--- src/rtl/fetch_unit.sv ---
// ---------------------------------------------------------------------------
// fetch_unit
//   Instruction fetch front end. The unit issues word fetches to instruction
//   memory and keeps a small prefetch buffer of {pc, instruction} pairs for
//   the decode stage. A branch redirect flushes the buffer. If a request is
//   still in flight when the redirect arrives, its data is discarded on ack.
//
// Parameters
//   DEPTH     prefetch buffer entries (power of two, 2..8)
//   RESET_PC  first fetch address after reset (word aligned)
//
// Ports
//   clock        single clock, rising edge
//   reset        asynchronous, active-high reset
//   mem_req      registered fetch request to instruction memory
//   mem_addr     registered word address of the current request
//   mem_ack      mem_rdata is valid for the pending request this cycle
//   mem_rdata    fetched instruction word
//   redirect     branch-taken pulse from execute
//   redirect_pc  branch target (bits [1:0] ignored)
//   inst_valid   head of the buffer holds an instruction
//   inst_out     instruction at the buffer head
//   inst_pc      address of inst_out
//   inst_ready   decode consumes the head entry
// ---------------------------------------------------------------------------
module fetch_unit #(
    parameter int unsigned DEPTH    = 4,
    parameter logic [31:0] RESET_PC = 32'h0000_0000
) (
    input  logic        clock,
    input  logic        reset,
    output logic        mem_req,
    output logic [31:0] mem_addr,
    input  logic        mem_ack,
    input  logic [31:0] mem_rdata,
    input  logic        redirect,
    input  logic [31:0] redirect_pc,
    output logic        inst_valid,
    output logic [31:0] inst_out,
    output logic [31:0] inst_pc,
    input  logic        inst_ready
);

    localparam int AW = $clog2(DEPTH);
    localparam int CW = AW + 1;
    localparam logic [CW-1:0] DEPTH_FULL = CW'(DEPTH);
    localparam logic [CW-1:0] DEPTH_LAST = CW'(DEPTH - 1);

    localparam logic [1:0] S_IDLE = 2'd0;  // no request outstanding
    localparam logic [1:0] S_REQ  = 2'd1;  // request pending, data kept
    localparam logic [1:0] S_DROP = 2'd2;  // request pending, data discarded

    logic [1:0]    state, state_n;
    logic [31:0]   fetch_pc, fetch_pc_n;
    logic          mem_req_n;
    logic [31:0]   mem_addr_n;
    logic [AW-1:0] head, tail;
    logic [CW-1:0] count;
    logic [CW-1:0] occ_left;
    logic          push, pop;
    logic [31:0]   target_pc;

    logic [31:0] fifo_pc   [DEPTH];
    logic [31:0] fifo_data [DEPTH];

    assign target_pc  = redirect_pc & 32'hFFFF_FFFC;
    assign inst_valid = (count != '0);
    // A redirect flushes the buffer, so a pop in the same cycle is moot.
    assign pop        = inst_valid & inst_ready & ~redirect;
    // Occupancy after this edge's flush/pop, before any push.
    assign occ_left   = redirect ? '0 : (count - CW'(pop));

    assign inst_out = inst_valid ? fifo_data[head] : '0;
    assign inst_pc  = inst_valid ? fifo_pc[head]   : '0;

    always_comb begin
        // NOTE: every signal written here gets a default first so no latch
        // is inferred on paths that leave it untouched.
        state_n    = state;
        fetch_pc_n = fetch_pc;
        mem_req_n  = mem_req;
        mem_addr_n = mem_addr;
        push       = 1'b0;
        case (state)
            S_IDLE: begin
                if (redirect) fetch_pc_n = target_pc;
                // One slot must be free for the data of the new request.
                if (occ_left < DEPTH_FULL) begin
                    state_n    = S_REQ;
                    mem_req_n  = 1'b1;
                    mem_addr_n = fetch_pc_n;
                end
            end
            S_REQ: begin
                if (mem_ack) begin
                    if (redirect) begin
                        // Acked data belongs to the wrong path: drop it and
                        // go straight to the target.
                        fetch_pc_n = target_pc;
                        mem_addr_n = target_pc;
                    end else begin
                        push       = 1'b1;
                        fetch_pc_n = fetch_pc + 32'd4;
                        // After the push the buffer holds occ_left+1; keep
                        // requesting back-to-back while that leaves room.
                        if (occ_left < DEPTH_LAST) begin
                            mem_addr_n = fetch_pc_n;
                        end else begin
                            state_n   = S_IDLE;
                            mem_req_n = 1'b0;
                        end
                    end
                end else if (redirect) begin
                    // The request cannot be aborted; let it finish and
                    // throw its data away.
                    state_n    = S_DROP;
                    fetch_pc_n = target_pc;
                end
            end
            S_DROP: begin
                if (redirect) fetch_pc_n = target_pc;
                // The buffer is empty here, so reissue without a space check.
                if (mem_ack) begin
                    state_n    = S_REQ;
                    mem_addr_n = fetch_pc_n;
                end
            end
            default: begin
                state_n   = S_IDLE;
                mem_req_n = 1'b0;
            end
        endcase
    end

    // NOTE: sequential state uses non-blocking assignments so every register
    // samples the pre-edge values regardless of statement order.
    always_ff @(posedge clock or posedge reset) begin
        if (reset) begin
            state    <= S_IDLE;
            fetch_pc <= RESET_PC;
            mem_req  <= 1'b0;
            mem_addr <= RESET_PC;
            head     <= '0;
            tail     <= '0;
            count    <= '0;
        end else begin
            state    <= state_n;
            fetch_pc <= fetch_pc_n;
            mem_req  <= mem_req_n;
            mem_addr <= mem_addr_n;
            if (redirect) begin
                head  <= '0;
                tail  <= '0;
                count <= '0;
            end else begin
                if (push) tail <= tail + AW'(1);
                if (pop)  head <= head + AW'(1);
                count <= count + CW'(push) - CW'(pop);
            end
        end
    end

    // NOTE: the entry storage has no reset; an entry is only observed after
    // it has been written, and inst_out/inst_pc are forced to zero when empty.
    always_ff @(posedge clock) begin
        if (push) begin
            fifo_pc[tail]   <= fetch_pc;
            fifo_data[tail] <= mem_rdata;
        end
    end

endmodule

--- config.mk ---
export PLATFORM = sky130hd
export DESIGN_NAME = fetch_unit
export DESIGN_NICKNAME = d
export VERILOG_FILES = /design/src/rtl/fetch_unit.sv
export SDC_FILE = /design/constraint.sdc
export NUM_CORES = 1
export LEC_CHECK = 0
export CAP_MARGIN = 20
export CORE_AREA = 2 2 167 169
export DETAILED_ROUTE_END_ITERATION = 12
export DIE_AREA = 0 0 169 171
export PLACE_DENSITY = 0.79
export SYNTH_ARGS = -nofsm -noshare
export SYNTH_HDL_FRONTEND = slang
export SYNTH_SLANG_ARGS = --single-unit
--- constraint.sdc ---
create_clock -name clock -period 3.3 [get_ports clock]
set_input_delay 0.66 -clock clock [delete_from_list [all_inputs] [get_ports clock]]
set_output_delay 0.66 -clock clock [all_outputs]
set_load 0.005 [all_outputs]
Run 1, layout detail:
Region (70, 36) to (100, 66) microns. Cells in gray, sequential cells in the stronger gray; small squares are vias.
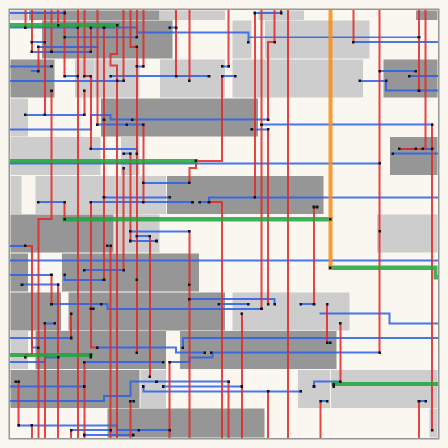
| color | layer |
|---|---|
| orange | M4 |
| green | M3 |
| red | M2 |
| blue | M1 |
netlist names of flops here include: fifo_pc (7)
most frequent: edfxtp_1 (7), clkbuf_16 (4)
cells with their middle in the window: 25
sequential cells in the window: 10

Run 1, wire density map:
(2 px per micron) 34 x 34 tiles, from white (low) to dark blue (high), scaled to the fullest tile. Values are wire area over tile area, all layers added.
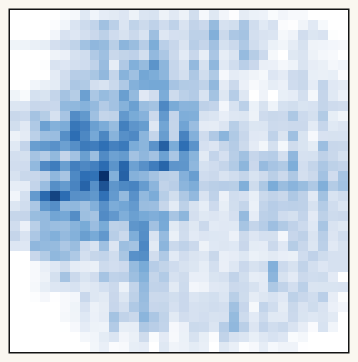
densest ninth of the die: left middle
nearly empty tiles: 8.7%
mean over tiles: 0.19
GRT Total Usage: 23.81%
drt wl/cell: 22.10 microns
routed vias: 9,434
final WL: 34,170 microns

Run 1, logic cells by family:
(3 px per micron)
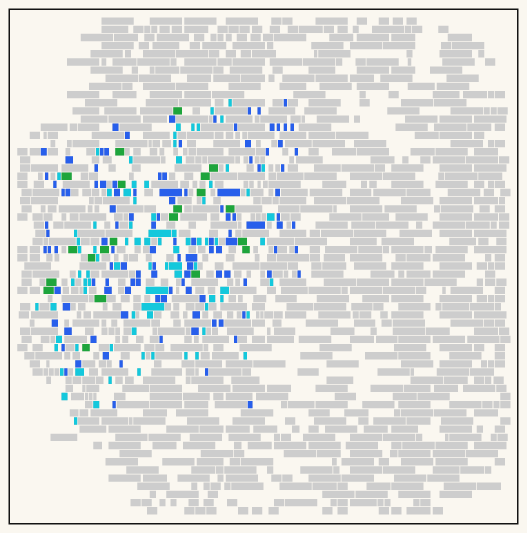
| color | family | cells |
|---|---|---|
| cyan | nor cells | 85 |
| blue | nand cells | 117 |
| green | non-inverting ao/oa cells | 21 |
Comb/total area: 26.39%
most numerous logic cell after layout: edfxtp_1

-- run 1: worst register-to-register path: cells and delay by family, from the launching register on --
kind / cells / cell delay, ns
AND/OR/NAND/NOR: 4 / 1.20
AND-OR/OR-AND: 4 / 0.66
adder cells (fa/ha/maj): 2 / 0.46
flip-flops: 1 / 0.41
buffers and inverters: 1 / 0.23
-- run 1: power by group --
part	internal (W)	leakage, nW	switching (W)
logic	0.00234	2.42	0.00189
registers	0.00507	3.20	0.000585
clock network	0.00220	0.526	0.00152
-- run 1: through the flow --
step	instances	area (sq um)	util [%]
2_1_floorplan	999	14710	-
3_3_place_gp	1486	16970	62.09
3_5_place_dp	1486	16970	62.09
4_1_cts	1546	18050	66.05
5_1_grt	1546	18050	66.08
6_report	1546	18050	66.08
-- run 1: worst paths after layout --
path | from | endpoint
min in group asynchronous | reset | mem_addr[18]
min reg2reg | mem_addr[0] | mem_addr[0]
max reg2reg | count[2] | mem_addr[25]
max | head[0] | inst_pc[21]
min | mem_addr[0] | mem_addr[0]
max in group asynchronous | reset | mem_addr[12]
-- run 1: layer usage --
| layer | GRT usage, % | wire [microns] |
|---|---|---|
| met1 | 31.97 | 13730 |
| met5 | 0 | 0 |
| met2 | 40.00 | 16740 |
| met3 | 4.534 | 2809 |
| met4 | 7.209 | 894 |
-- run 1: logic make-up after synthesis --
family,synth area share (%)
compound gates,7.408
xor+xnor,1.607
fa+ha+maj,0.9015
buf+inv,2.849
flops,64.84
mux,10.41
simple gates,11.98
-- run 1: state kept, by name (all words and copies together), names as in the netlist --
name,flops
mem_addr,32
state,2
fifo_pc,128
count,3
fetch_pc,32
head,2
mem_req,1
tail,2
fifo_data,128
==> deck_impl_summary.md, run 1 <==
Key Metrics from the Run

Floorplan
  – Placeable core area: 0.02732 sq mm
  – Count of boundary I/O pins: 167
  – Die width: 169 microns
  – Init Core Util: 53.84%

Critical path
  – Reg2Reg Setup Slack: 0.19 ns
  – Setup Crit Path Kind: register to primary output
  – Max incr delay on CP: 0.58 ns
  – Critical path cell sequence: buf_12 > mux4_2 > and2_1 > clkdlybuf4s50_1

Clock tree
  – Clk latency late pin: 0.50 ns
  – Postcts setup bufs: 0
  – Num CTS Buffers: 34
  – CTS root buf: clkbuf_16

Cells and area
  – Most frequent cells in the layout: 256 x edfxtp_1, 163 x clkdlybuf4s50_1, 74 x and2_1
  – Comb gate area: 0.004765 sq mm
  – Share of layout cells above drive strength 1: 16.33%
  – # diodes: 0
  – Storage element area: 0.009544 sq mm

Global routing
  – Vias in the first global route: 9,385
  – Total global routing overflow: 0

Synthesis
  – Syn Inst Count: 999
  – Post-synthesis sequential area ratio: 64.84%
  – Yosys reg bits: 330
  – Commonest cells post-synth: 256 x edfxtp_1, 78 x and2_1, 74 x dfrtp_1
  – Post-synth net total: 1,078

Power
  – Pwr Density: 753.8 mW/mm^2
  – Pleak: 6.139 nW

Worst hold path
  – Hold Path Stages: 2

Run
  – Tool warning count: 31

Final timing
  – Setup ws final: 0.09957 ns
  – Slew headroom: 52.46%
  – Setup Skew: 0.01458 ns

Routing
  – Final ANT Viol Nets: 0

Run status
  – Status: complete, no violations

Placed design
  – GPL Wtd Cong: 0.9291
Run 1, congestion heat map:
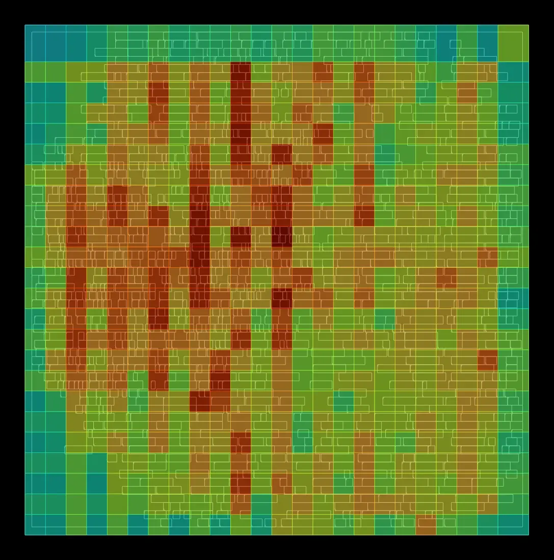

==> run 1 -> run 2 <==
==> constraint.sdc (replaced) <==
create_clock -name clock -period 3.05 [get_ports clock]
set_input_delay 0.61 -clock clock [delete_from_list [all_inputs] [get_ports clock]]
set_output_delay 0.61 -clock clock [all_outputs]
set_load 0.005 [all_outputs]
Run 2, congestion heat map:
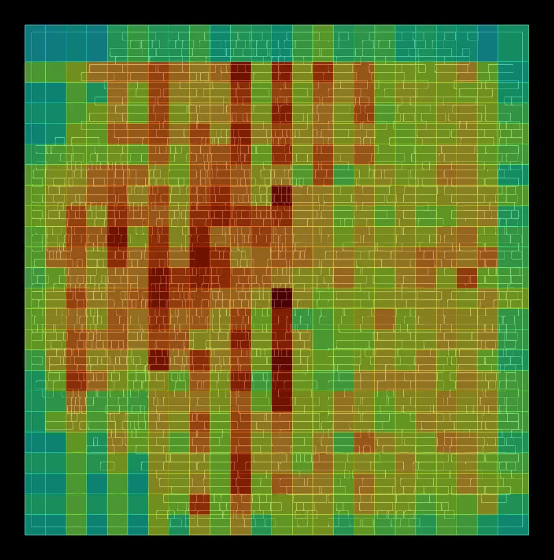
met1 usage: 33.31%
GR peak layer: met2
met3 Usage GRT: 3.817%
Finished Core Util: 66.89%

==> run 2 against run 1 <==
Critical path depth unchanged. Clock power increased by 7.5%. Setup slack got worse by 0.064 ns. Clock-buffer cell count increased by 3. Wire length increased by 1.6%. Die size unchanged. Combinational power increased by 13%. Sequential power increased by 8.0%. Via count increased by 0.47%. Clock skew decreased by 0.0019 ns. Total power increased by 9.3%. Critical endpoint is now inst_pc[23].
==> deck_impl_summary.md, run 2 <==
Key Metrics from the Run

Worst hold path
  – Hold Path Stages: 2
  – Worst Hold End: mem_addr[6]

Critical path
  – FF-to-FF Start: count[2]
  – Setup Crit Path Kind: register to primary output
  – R2r endpoint: mem_addr[21]
  – Crit path DRT: 2.44 ns
  – Worst-path maximum fanout: 6
  – CP Capture Point: inst_pc[23]
  – Reg2Reg Setup Slack: 0.19 ns
  – Crit. Startpoint: head[0]

Synthesis
  – Post-synth mux share: 10.41%
  – XOR Share, Synth: 1.607%
  – Post-Synth Simple-Gate Area: 11.98%
  – Syn Inst Count: 999
  – Largest logic family: simple AND/OR/NAND/NOR gates
  – Post-synthesis sequential area ratio: 64.84%
  – Fa+ha+maj area frac: 0.9015%
  – Aoi share: 7.408%
  – Commonest cells post-synth: 256 x edfxtp_1, 78 x and2_1, 74 x dfrtp_1

Power
  – Pleak: 6.515 nW
  – Pwr Density: 813.9 mW/mm^2

Clock tree
  – Num CTS Buffers: 34
  – CTS root buf: clkbuf_16

Routing
  – Final ANT Viol Nets: 0
  – Final WL: 34,710 microns
  – Drt wl/cell: 22.19 microns
  – Routed vias: 9,478

Floorplan
  – Placeable core area: 0.02732 sq mm
  – Count of boundary I/O pins: 167
  – Init Core Util: 53.84%
  – Die width: 169 microns

Global routing
  – GRT Total Usage: 24.06%
  – Vias in the first global route: 9,472

Final timing
  – Slew headroom: 53.54%
  – Setup ws final: 0.03521 ns
  – Final worst path period share: 98.85%
  – Setup Skew: 0.01263 ns

Cells and area
  – Cell area after layout: 0.01828 sq mm
  – Share of layout cells above drive strength 1: 17.91%
  – Top Registers: fifo_data: 128 flops, fifo_pc: 128 flops
  – Storage element area: 0.009544 sq mm
  – Most numerous logic cell after layout: edfxtp_1

Placed design
  – GPL Wtd Cong: 0.9383

Run status
  – Status: complete, no violations
## run 2: cells by family after synthesis
group | after synthesis
AND-OR/OR-AND | 166
buffers and inverters | 86
multiplexers | 73
adder cells (fa/ha/maj) | 10
XOR/XNOR | 27
flip-flops | 330
AND/OR/NAND/NOR | 307
## run 2: cell type report
type	instances	area share, %
antenna	1	0.01369
multi-input combinational	583	26.21
clock buffer	45	5.107
sequential	330	52.22
clock inverter	15	0.8215
inverter	13	0.2670
timing repair buffer	231	12.99
tap	346	2.369
## run 2: where the power goes
| part | internal, W | switching (W) |
|---|---|---|
| clock | 0.00234 | 0.00166 |
| combinational | 0.00261 | 0.00216 |
| sequential | 0.00549 | 0.000612 |
## run 2: stage by stage
| step | hold WS [ns] | utilization (%) | instances | TNS (ns) |
|---|---|---|---|---|
| floorplan | 0.4628 | - | 999 | 0 |
| global placement | 0.4568 | 62.32 | 1492 | -0.4624 |
| detailed placement | 0.4562 | 62.32 | 1492 | -0.5666 |
| CTS | 0.4738 | 66.24 | 1553 | -0.04686 |
| global route | 0.4968 | 66.88 | 1563 | -0.04797 |
| finish | 0.4733 | 66.89 | 1564 | 0 |
## run 2: repair_timing
action                     CTS  global route
resized                     42            16
cloned                       0             2
setup buffers                1             8
setup endpoints to repair   64            33
## run 2: metal layers
metal | up-vias | global-route usage, % | routed length, microns | share of wire [%]
li1 | 4247 | - | - | -
met4 | 0 | 7.395 | 826 | 2.4
met2 | 411 | 39.86 | 17000 | 49
met3 | 53 | 3.817 | 2692 | 7.8
met5 | - | 0 | 0 | 0
met1 | 4767 | 33.31 | 14190 | 41
## run 2: critical path, cell delays in order (launching register included)
cell,delay [ns]
dfrtp_4,0.55
buf_4,0.21
mux4_2,0.53
and2_1,0.17
clkdlybuf4s50_1,0.43
Power figures rest on the tool's default switching activity, not on a simulated workload.
